Figure 1. Routing congestion (run 1).
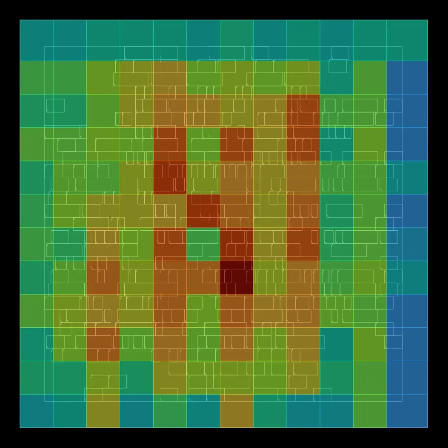
Figure 2. Close-up of the layout (run 1).
Region (27, 10) to (57, 40) microns. Cells in gray, sequential cells in the stronger gray; small squares are vias.
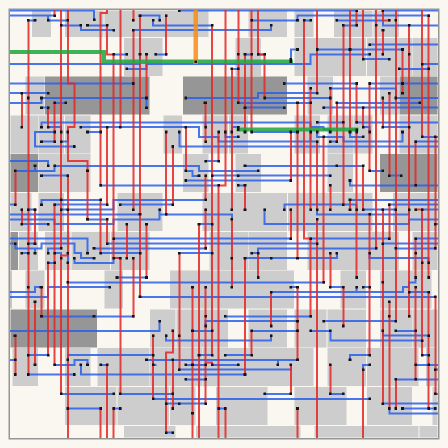
Figure 3. Gate-type map (run 1).
Scale: 6 px per micron.
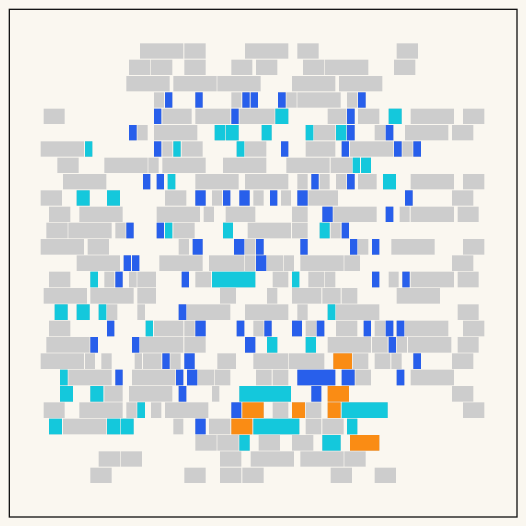
[src/rtl/kcpsm_io_bridge.sv]
// KCPSM3 port bridge: shadowed multi-byte output word with atomic commit,
// sticky read-to-clear event flags and a maskable interrupt request.
module kcpsm_io_bridge #(
    parameter int DATA_W = 16,
    parameter int NEVT   = 4
) (
    input  logic              CLK1,
    input  logic              arst,
    input  logic [7:0]        port_id,
    input  logic              write_strobe,
    input  logic              read_strobe,
    input  logic [7:0]        out_port,
    output logic [7:0]        in_port,
    output logic              interrupt,
    input  logic              interrupt_ack,
    input  logic [NEVT-1:0]   evt,
    output logic [DATA_W-1:0] value,
    output logic              value_valid,
    output logic [7:0]        led
);

    localparam int NB = DATA_W / 8;

    localparam logic [7:0] A_COMMIT = 8'h10;
    localparam logic [7:0] A_VALUE  = 8'h11;
    localparam logic [7:0] A_STATUS = 8'h20;
    localparam logic [7:0] A_MASK   = 8'h21;

    logic [DATA_W-1:0] shadow;
    logic [NEVT-1:0]   flags;
    logic [NEVT-1:0]   mask;
    logic [NEVT-1:0]   evt_d;
    logic [NEVT-1:0]   evt_rise;
    logic              int_req;
    logic              commit;
    logic              status_rd;
    logic              mask_wr;

    assign evt_rise  = evt & ~evt_d;
    assign commit    = write_strobe && (port_id == A_COMMIT);
    assign mask_wr   = write_strobe && (port_id == A_MASK);
    assign status_rd = read_strobe && (port_id == A_STATUS);

    always_ff @(posedge CLK1) begin
        if (arst) begin
            shadow      <= '0;
            value       <= '0;
            flags       <= '0;
            mask        <= '0;
            evt_d       <= '0;
            int_req     <= 1'b0;
            value_valid <= 1'b0;
        end else begin
            evt_d       <= evt;
            value_valid <= commit;
            if (commit)
                value <= shadow;
            if (write_strobe) begin
                for (int k = 0; k < NB; k++) begin
                    if (port_id == 8'(k))
                        shadow[8*k +: 8] <= out_port;
                end
            end
            if (mask_wr)
                mask <= out_port[NEVT-1:0];
            // A rise in the clearing cycle becomes the new flag state
            if (status_rd)
                flags <= evt_rise;
            else
                flags <= flags | evt_rise;
            if (|(evt_rise & mask))
                int_req <= 1'b1;
            else if (interrupt_ack)
                int_req <= 1'b0;
        end
    end

    always_comb begin
        in_port = 8'h00;
        for (int k = 0; k < NB; k++) begin
            if (port_id == 8'(k))
                in_port = shadow[8*k +: 8];
            if (port_id == A_VALUE + 8'(k))
                in_port = value[8*k +: 8];
        end
        if (port_id == A_STATUS)
            in_port[NEVT-1:0] = flags;
        if (port_id == A_MASK)
            in_port[NEVT-1:0] = mask;
    end

    assign interrupt = int_req;
    assign led       = value[7:0];

endmodule

[config.mk]
export PLATFORM = sky130hd
export DESIGN_NAME = kcpsm_io_bridge
export DESIGN_NICKNAME = d
export VERILOG_FILES = /design/src/rtl/kcpsm_io_bridge.sv
export SDC_FILE = /design/constraint.sdc
export NUM_CORES = 1
export LEC_CHECK = 0
export ABC_CLOCK_PERIOD_IN_PS = 2900
export CORE_MARGIN = 5
export CORE_UTILIZATION = 40
export CTS_BUF_LIST = sky130_fd_sc_hd__clkbuf_8
export CTS_CLUSTER_SIZE = 40
export DETAILED_ROUTE_END_ITERATION = 8
export PLACE_DENSITY_LB_ADDON = 0.15
export SLEW_MARGIN = 10
export SYNTH_ARGS = -nofsm -noshare
export SYNTH_HDL_FRONTEND = slang
export SYNTH_SLANG_ARGS = --single-unit
export TNS_END_PERCENT = 50
[constraint.sdc]
create_clock -name CLK1 -period 2.9 [get_ports CLK1]
set_clock_uncertainty 0.05 [all_clocks]
set_input_delay 0.29 -clock CLK1 [delete_from_list [all_inputs] [get_ports CLK1]]
set_output_delay 0.29 -clock CLK1 [all_outputs]
set_load 0.05 [all_outputs]
==> out/qor.tcl, run 1 <==
set qor(outcome) {complete, no violations}
set qor(n_fill_cell) 495
set qor(power_density_nw_per_um2) 384
set qor(asyncSetResetFlopFracSynth_pct) 0
set qor(power.ir.vdd_worst_mv) 0.234
set qor(regToRegSetupSlack_ns) 2.05
set qor(ys_cells) 266
set qor(overall_via_count_from_detail_route) 2030
set qor(clock_latency_on_the_worst_skew_pair_ns) 0.30
set qor(max-clock-path-buffers) 2
set qor(critical-path-slowest-cell) {or4b_1}
set qor(initial_antenna_violation_count) 0
set qor(p_leak_nw) 1.08
set qor(cts-htree-levels) 2
set qor(grt_setup_unrepaired) {no}
set qor(fin_crit_ns) 2.73
set qor(worst_ep_arrival_time_ns) 2.39
set qor(fmax_ghz) 0.367
set qor(critical_path_class) {in2out}
set qor(place.port_buffers) 58
set qor(worstMarginPinSlew_ns) 0.631
set qor(global_route.overflow_total) 0
set qor(io_pins) 59
set qor(post_route_cells_drive_above_1_share_pct) 12.2
set qor(syn_inst) 266
set qor(yosys_most_used_dff) {dfxtp_1}
set qor(yosysTopAreaCell) {dfxtp_1}
set qor(cts_resized) 0
set qor(final.period_utilization_pct) 94.0
set qor(cts_num_sinks) 46
set qor(cts_buffers) 5
set qor(cp_cell_sequence) {clkdlybuf4s50_1 > or4b_1 > nor2_8 > a22oi_1 > o41ai_1 > buf_12}
set qor(fin_hold_ws_ns) 0.422
set qor(chip_height_microns) 84.4
set qor(worst-path-max-fanout) 9
set qor(via_density_per_instance) 5.19
set qor(final-max-slew-violation-count) 0
set qor(number_of_warning_messages_in_the_yosys_log) 0
set qor(postRouteWirelength_mm) 5.84
set qor(insertedDiodeCount) 0
set qor(holdCritPathClass) {reg2reg}
About Figure 1:
Final Core Density: 55.7%
most congested layer reported by global routing: met2
met2 layer usage reported by global route: 27.0%
average wire length per cell after detail routing: 14.9 microns
met1 global-route usage: 22.0%

About Figure 2:
Green is met3. Orange is met4. Blue is met1. Red is met2.
Netlist names of flops here include `mask` (2), `shadow` (2). Sequential cells in the window: 4. Most frequent: a21oi_1 (8), nand3_1 (8). 70 logic cells have their middle in the window.

About Figure 3:
Cyan is NOR gates, cells 42. Orange is AND and OR gates, cells 7. Blue is NAND gates, cells 72.
most frequent logic cell in the layout: nand2_1
non-filler cells in the finished layout: 391

-- run 1: power by group --
part	internal (W)	switching [W]	leakage, nW
clock network	0.000192	0.000216	0.0472
logic	0.0000546	0.0000605	0.659
registers	0.000639	0.00000298	0.373
-- run 1: routing by layer --
| layer | global-route usage (%) | vias to the layer above | wire length, microns |
|---|---|---|---|
| met2 | 27.0 | 49 | 2710 |
| met1 | 22.0 | 946 | 2730 |
| met3 | 5.30 | 5 | 353 |
| li1 | - | 1030 | - |
| met4 | 3.45 | 0 | 47 |
| met5 | 0 | - | 0 |
-- run 1: cells in the final DEF, fill, tap and decap left out, drive strengths merged, types with 6 or more instances in the layout --
master         netlist  final
nand2               55     55
clkdlybuf4s50        0     50
dfxtp               46     46
a21oi               41     41
buf                 17     20
nand3               16     16
nor2                15     15
nor2b               13     13
nor3                10     10
mux2i                8      8
o41ai                8      8
clkbuf               8      6
-- run 1: critical path, delay by kind of cell --
| kind | cells | cell delay, ns |
|---|---|---|
| AND/OR/NAND/NOR | 2 | 1.08 |
| buffers and inverters | 2 | 0.75 |
| AND-OR/OR-AND | 2 | 0.27 |
-- run 1: sequential cells by signal (all words and copies together), names as in the netlist --
signal       cells
evt_d            4
flags            4
interrupt        1
mask             4
shadow          16
value           16
value_valid      1
-- run 1: cell type report --
class	instances	area (sq um)	area share, %
multi-input combinational	191	1150	37.8
sequential	46	921	30.4
timing repair buffer	70	763	25.2
tap	72	90.1	2.97
clock buffer	6	82.6	2.73
inverter	4	15.0	0.495
clock inverter	2	12.5	0.413
-- run 1: path summary, 6_finish.rpt --
path,to,cells past startpoint
max,in_port[3],6
min,value[13],2
max reg2reg,interrupt,3
min reg2reg,value[13],2
-- run 1: cells by family (layout without fill, tap and decap cells) --
kind of cell           Yosys count  after routing  share of synthesized area [%]
AND/OR/NAND/NOR                121            121                           29.4
AND-OR/OR-AND                   62             62                           17.8
flip-flops                      46             46                           41.6
buffers and inverters           29             82                           7.58
multiplexers                     8              8                           3.62
-- run 1: stage by stage --
step           instances  setup TNS, ns  setup slack, ns  utilization (%)  cell area (sq um)
2_1_floorplan        266         -0.140          -0.0465                -               2230
3_3_place_gp         383              0            0.179             54.0               2940
3_5_place_dp         383              0            0.175             54.0               2940
4_1_cts              391              0            0.160             55.7               3030
5_1_grt              391              0           0.0676             55.7               3030
6_report             391              0            0.173             55.7               3030
Figure 4. Clock distribution (run 1).
Scale: 4 px per micron.
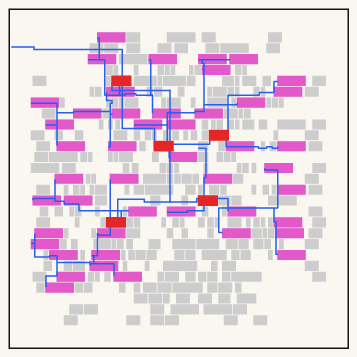

## Run 2: what changed since run 1
Settings changed: CORE_ASPECT_RATIO from default to 0.8, CORE_UTILIZATION 40 to 54.
Figure 5. Clock distribution (run 2).
Scale: 4 px per micron.
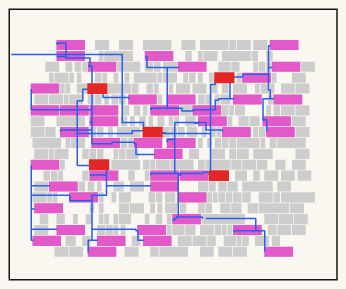
Blue is clock wires, length 529 microns. Red is cells driving clock nets, count 5. Magenta is flip-flops, count 46.
Position of the flops: widely spread. There are 6 routed clock nets.

Figure 6. Wiring heat map (run 2).
Scale: 4 px per micron. The die is cut into 16 by 13 equal tiles; white is low, dark blue is high, scaled to the fullest tile. Values are wire area over tile area, all layers added.
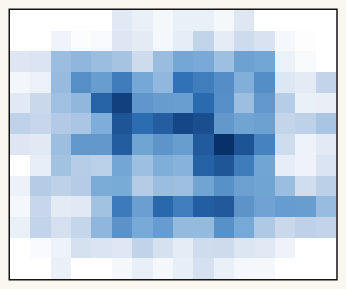
The fullest tile reaches 0.57. The emptiest ninth of the die: lower left. The mean over all tiles is 0.18.

==> run 2 against run 1 <==
Compared with the run above: non-clock buffer count rose by 2; wire length is 4.4% higher; synthesized area unchanged; final area shrank 0.25%; total power is 4.7% higher; sequential cell count unchanged; critical path type unchanged; critical endpoint is now in_port[4]; largest cell class unchanged.
==> out/qor.tcl, run 2 <==
set qor(post_route_cells_drive_above_1_share_pct) 12.1 ;# was 12.2%
set qor(max-clock-path-buffers) 2 ;# unchanged
set qor(final.period_utilization_pct) 94.4 ;# was 94.0%
set qor(cts_buffers) 5 ;# unchanged
set qor(cts_resized) 0 ;# unchanged
set qor(postRouteWirelength_mm) 6.09 ;# was 5.84 mm
set qor(syn_inst) 266 ;# unchanged
set qor(fin_crit_ns) 2.74 ;# was 2.73 ns
set qor(worst-path-max-fanout) 5 ;# was 9
set qor(fin_hold_ws_ns) 0.423 ;# was 0.422 ns
set qor(via_density_per_instance) 5.82 ;# was 5.19
set qor(timing.reg2reg.worst_path_depth) 3 ;# unchanged
set qor(yosysTopAreaCell) {dfxtp_1} ;# unchanged
set qor(p_leak_nw) 1.10 ;# was 1.08 nW
set qor(clock_latency_on_the_worst_skew_pair_ns) 0.30 ;# about the same
set qor(reg.largest.list) {shadow x16, value x16} ;# unchanged
set qor(area_delta_synth_final_pct) 36.7 ;# was 37.0%
set qor(chip_height_microns) 67.2 ;# was 84.4 microns
set qor(cts-htree-levels) 2 ;# unchanged
set qor(worstMarginPinSlew_ns) 0.650 ;# was 0.631 ns
set qor(fmax_ghz) 0.365 ;# was 0.367 GHz
set qor(overall_via_count_from_detail_route) 2189 ;# was 2030
set qor(number_of_warning_messages_in_the_yosys_log) 0 ;# unchanged
set qor(critical_path_class) {in2out} ;# unchanged
set qor(power.ir.vdd_worst_mv) 0.289 ;# was 0.234 mV
set qor(min_path_cells) 2 ;# unchanged
set qor(n_fill_cell) 285 ;# was 495
set qor(outcome) {complete, no violations} ;# unchanged
set qor(most-common-layout-cells) {55 x nand2_1, 50 x clkdlybuf4s50_1, 46 x dfxtp_1} ;# unchanged
set qor(io_pins) 59 ;# unchanged
set qor(grt_setup_unrepaired) {no} ;# unchanged
set qor(holdCritPathClass) {reg2reg} ;# unchanged
set qor(floorplanUtilization_pct) 57.0 ;# was 40.7%
set qor(mostFrequentLayoutCell) {nand2_1} ;# unchanged
set qor(global_route.overflow_total) 0 ;# unchanged
set qor(critical-path-slowest-cell) {o41ai_1} ;# was or4b_1
set qor(wl_per_cell_microns) 16.2 ;# was 14.9 microns
set qor(cts_num_sinks) 46 ;# unchanged
set qor(power_density_nw_per_um2) 403 ;# was 384 nW/um^2
set qor(place.port_buffers) 58 ;# unchanged
set qor(final-max-slew-violation-count) 0 ;# unchanged
set qor(core_area_sq_um) 3880 ;# was 5440 sq um
set qor(cp_cell_sequence) {clkdlybuf4s50_1 > nor4_4 > and2_1 > buf_4 > a21oi_1 > o41ai_1 > buf_12} ;# was clkdlybuf4s50_1 > or4b_1 > nor2_8 > a22oi_1 > o41ai_1 > buf_12
set qor(grt_start_max_net_pins) 47 ;# was 36
==> run 2: cell counts after synthesis <==
No cell type changed its count.
==> run 2: per-layer routing <==
metal  global-route usage (%)  routed length (microns)  up-vias  part of all wire, %
met5                        0                        0        -                    0
met4                     8.02                       87        0                  1.4
met3                     4.40                      542       11                  8.9
met2                     36.1                     2750      107                   45
met1                     34.2                     2710     1035                   45
li1                         -                        -     1036                    -
==> run 2: area by class of cell <==
cell class	count	area [sq um]	share of cell area, %
clock inverters	3	37.5	1.24
inverters	4	15.0	0.497
well taps	55	68.8	2.28
flip-flops and latches	46	921	30.5
repair buffers	72	766	25.3
multi-input cells	191	1150	37.9
clock buffers	5	68.8	2.28
==> run 2: kinds of logic (layout without fill, tap and decap cells) <==
group	after synthesis	in the layout	share of synthesized area, %
AOI/OAI and AO/OA	62	62	17.8
and+or+nand+nor	121	121	29.4
buffers and inverters	29	84	7.58
muxes	8	8	3.62
DFF	46	46	41.6
==> run 2: final timing paths <==
kind / startpoint / end / slack (ns)
max: port_id[3] / in_port[4] / 0.16
min: value[12] / value[12] / 0.42
min reg2reg: value[12] / value[12] / 0.42
max reg2reg: evt_d[1] / interrupt / 1.98
==> run 2: power breakdown <==
group,internal [W],total [W],leakage [nW],switching [W]
clock network,0.000251,0.000463,0.0607,0.000212
registers,0.000639,0.000642,0.373,0.00000314
logic,0.0000535,0.000115,0.666,0.0000613
==> run 2: critical path: cells and delay by family <==
kind	cells	cell delay, ns
AOI/OAI and AO/OA	2	0.63
buffers and inverters	3	0.92
and+or+nand+nor	2	0.56
==> run 2: per-stage QoR <==
stage / setup TNS [ns] / std cells / cell area, sq um / worst slack, ns / utilization (%)
after global routing: 0 / 376 / 3020 / 0.0490 / 77.9
after global placement: 0 / 368 / 2920 / 0.242 / 75.2
final: 0 / 376 / 3020 / 0.162 / 77.9
after floorplan: -0.140 / 266 / 2230 / -0.0465 / -
after CTS: 0 / 376 / 3020 / 0.160 / 77.9
after detailed placement: 0 / 368 / 2920 / 0.222 / 75.2
Figure 7. Gate-type map (run 2).
Scale: 6 px per micron.
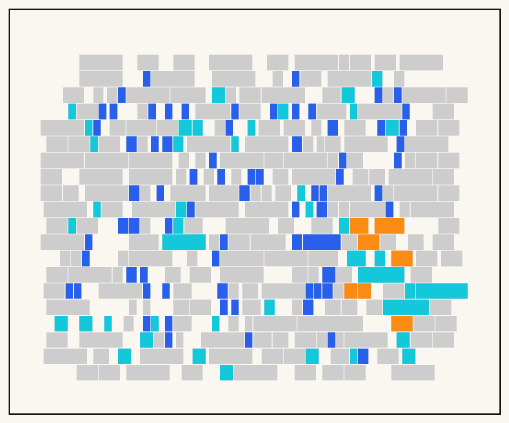

## Run 3: what changed since run 2
--- a/constraint.sdc
+++ b/constraint.sdc
@@ -4,2 +4,2 @@
 set_output_delay 0.29 -clock CLK1 [all_outputs]
-set_load 0.05 [all_outputs]
+set_load 0.01 [all_outputs]
Figure 8. Gate-type map (run 3).
Scale: 6 px per micron.
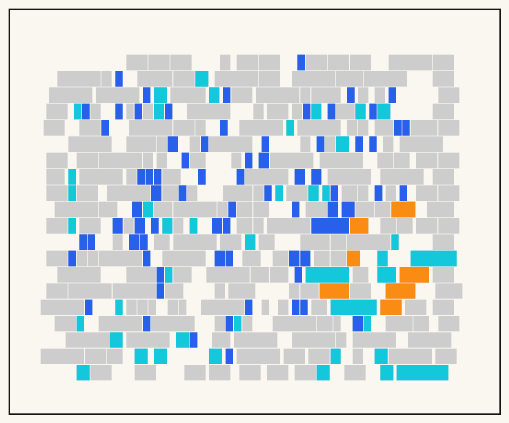
Blue is NAND gates, cells 72. Cyan is NOR gates, cells 42, where widely spread. Orange is AND and OR gates, cells 7.

Figure 9. Clock distribution (run 3).
Scale: 4 px per micron.
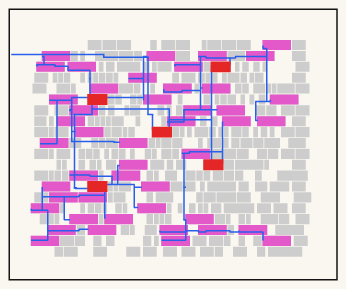
Red is cells driving clock nets, count 5. Blue is clock wires, length 519 microns. Magenta is flip-flops, count 46.
Position of the flops: widely spread.

==> run 3 against run 2 <==
Compared with the run above: worst setup slack worse by 0.053 ns; register-to-register slack about the same; total power down 6.6%; critical endpoint is now in_port[5]; sequential share of layout area up 0.59 points.
==> out/qor.tcl, run 3 <==
set qor(outcome) {complete, no violations} ;# unchanged
set qor(reg.largest.list) {shadow x16, value x16} ;# unchanged
set qor(ys_sh_simple_pct) 29.4 ;# unchanged
set qor(ys_sh_xor_pct) 0 ;# unchanged
set qor(clock_latency_on_the_worst_skew_pair_ns) 0.30 ;# about the same
set qor(critical_path_class) {in2out} ;# unchanged
set qor(area_delta_synth_final_pct) 34.0 ;# was 36.7%
set qor(place.port_buffers) 58 ;# unchanged
set qor(postRouteWirelength_mm) 5.92 ;# was 6.09 mm
set qor(syn_inst) 266 ;# unchanged
set qor(finalWorstSetupSlack_ns) 0.109 ;# was 0.162 ns
set qor(ys_cells) 266 ;# unchanged
set qor(worstMarginPinSlew_ns) 0.603 ;# was 0.650 ns
set qor(worst_ep_arrival_time_ns) 2.45 ;# was 2.40 ns
set qor(via_density_per_instance) 5.56 ;# was 5.82
set qor(largest_non_sequential_cell_family_by_area) {simple AND/OR/NAND/NOR gates} ;# unchanged
set qor(synthMuxAreaShare_pct) 3.62 ;# unchanged
set qor(fin_crit_ns) 2.79 ;# was 2.74 ns
set qor(synth_adder_area_share_pct) 0 ;# unchanged
set qor(fmax_ghz) 0.358 ;# was 0.365 GHz
set qor(cts_buffers) 5 ;# unchanged
set qor(path_delay_family) {buffers and inverters} ;# unchanged
set qor(path_buffers) 3 ;# unchanged
set qor(setup-tns-final_ns) 0 ;# unchanged
set qor(most-common-layout-cells) {55 x nand2_1, 50 x clkdlybuf4s50_1, 46 x dfxtp_1} ;# unchanged
set qor(place_worst_setup_slack_ns) -0.0224 ;# was 0.222 ns
==> run 3: cell counts after synthesis <==
Identical to the previous run, type by type.
==> run 3: final cells by class <==
cell class / instances / area [sq um] / area share (%)
multi-input cells: 191 / 1140 / 38.3
repair buffers: 74 / 738 / 24.9
clock buffers: 5 / 68.8 / 2.32
flip-flops and latches: 46 / 921 / 31.1
inverters: 4 / 15.0 / 0.506
clock inverters: 3 / 17.5 / 0.591
well taps: 55 / 68.8 / 2.32
==> run 3: final timing paths <==
check | depth (start not counted) | start | slack [ns] | to
min | 2 | shadow[12] | 0.42 | value[12]
min reg2reg | 2 | shadow[12] | 0.42 | value[12]
max | 7 | port_id[6] | 0.11 | in_port[5]
max reg2reg | 3 | interrupt | 1.99 | interrupt
==> run 3: layer usage <==
layer	vias to the layer above	track usage [%]	part of all wire [%]
li1	1041	-	-
met5	-	0	0
met3	6	6.53	10
met2	98	35.6	44
met4	0	8.23	0.81
met1	957	29.7	45
==> run 3: cells by family after synthesis <==
logic type	Yosys count
simple gates	121
mux	8
buf+inv	29
flops	46
compound gates	62
==> run 3: stage by stage <==
step / utilization [%] / cell area [sq um] / std cells / hold slack [ns]
after detailed placement: 73.6 / 2850 / 370 / 0.412
after CTS: 75.7 / 2940 / 378 / 0.425
final: 76.5 / 2970 / 378 / 0.424
after global placement: 73.6 / 2850 / 370 / 0.404
after global routing: 76.5 / 2970 / 378 / 0.444
after floorplan: - / 2210 / 266 / 0.368
==> run 3: timing repair <==
| item | in CTS | in global routing |
|---|---|---|
| setup endpoints to repair | 2 | 6 |
| pin swaps | 0 | 1 |
| gates resized | 2 | 9 |
==> run 3: tightest hold or removal path: cells and delay by family, from the launching register on <==
family / cells / cell delay (ns)
AND/OR/NAND/NOR: 1 / 0.06
AND-OR/OR-AND: 1 / 0.05
flip-flops: 1 / 0.33
==> run 3: power by group <==
group          switching (W)  total [W]  internal [W]
registers         0.00000319   0.000642      0.000639
clock network       0.000215   0.000382      0.000167
logic              0.0000590   0.000115     0.0000561
No activity file was given, so power comes from the tool's default toggle rates.
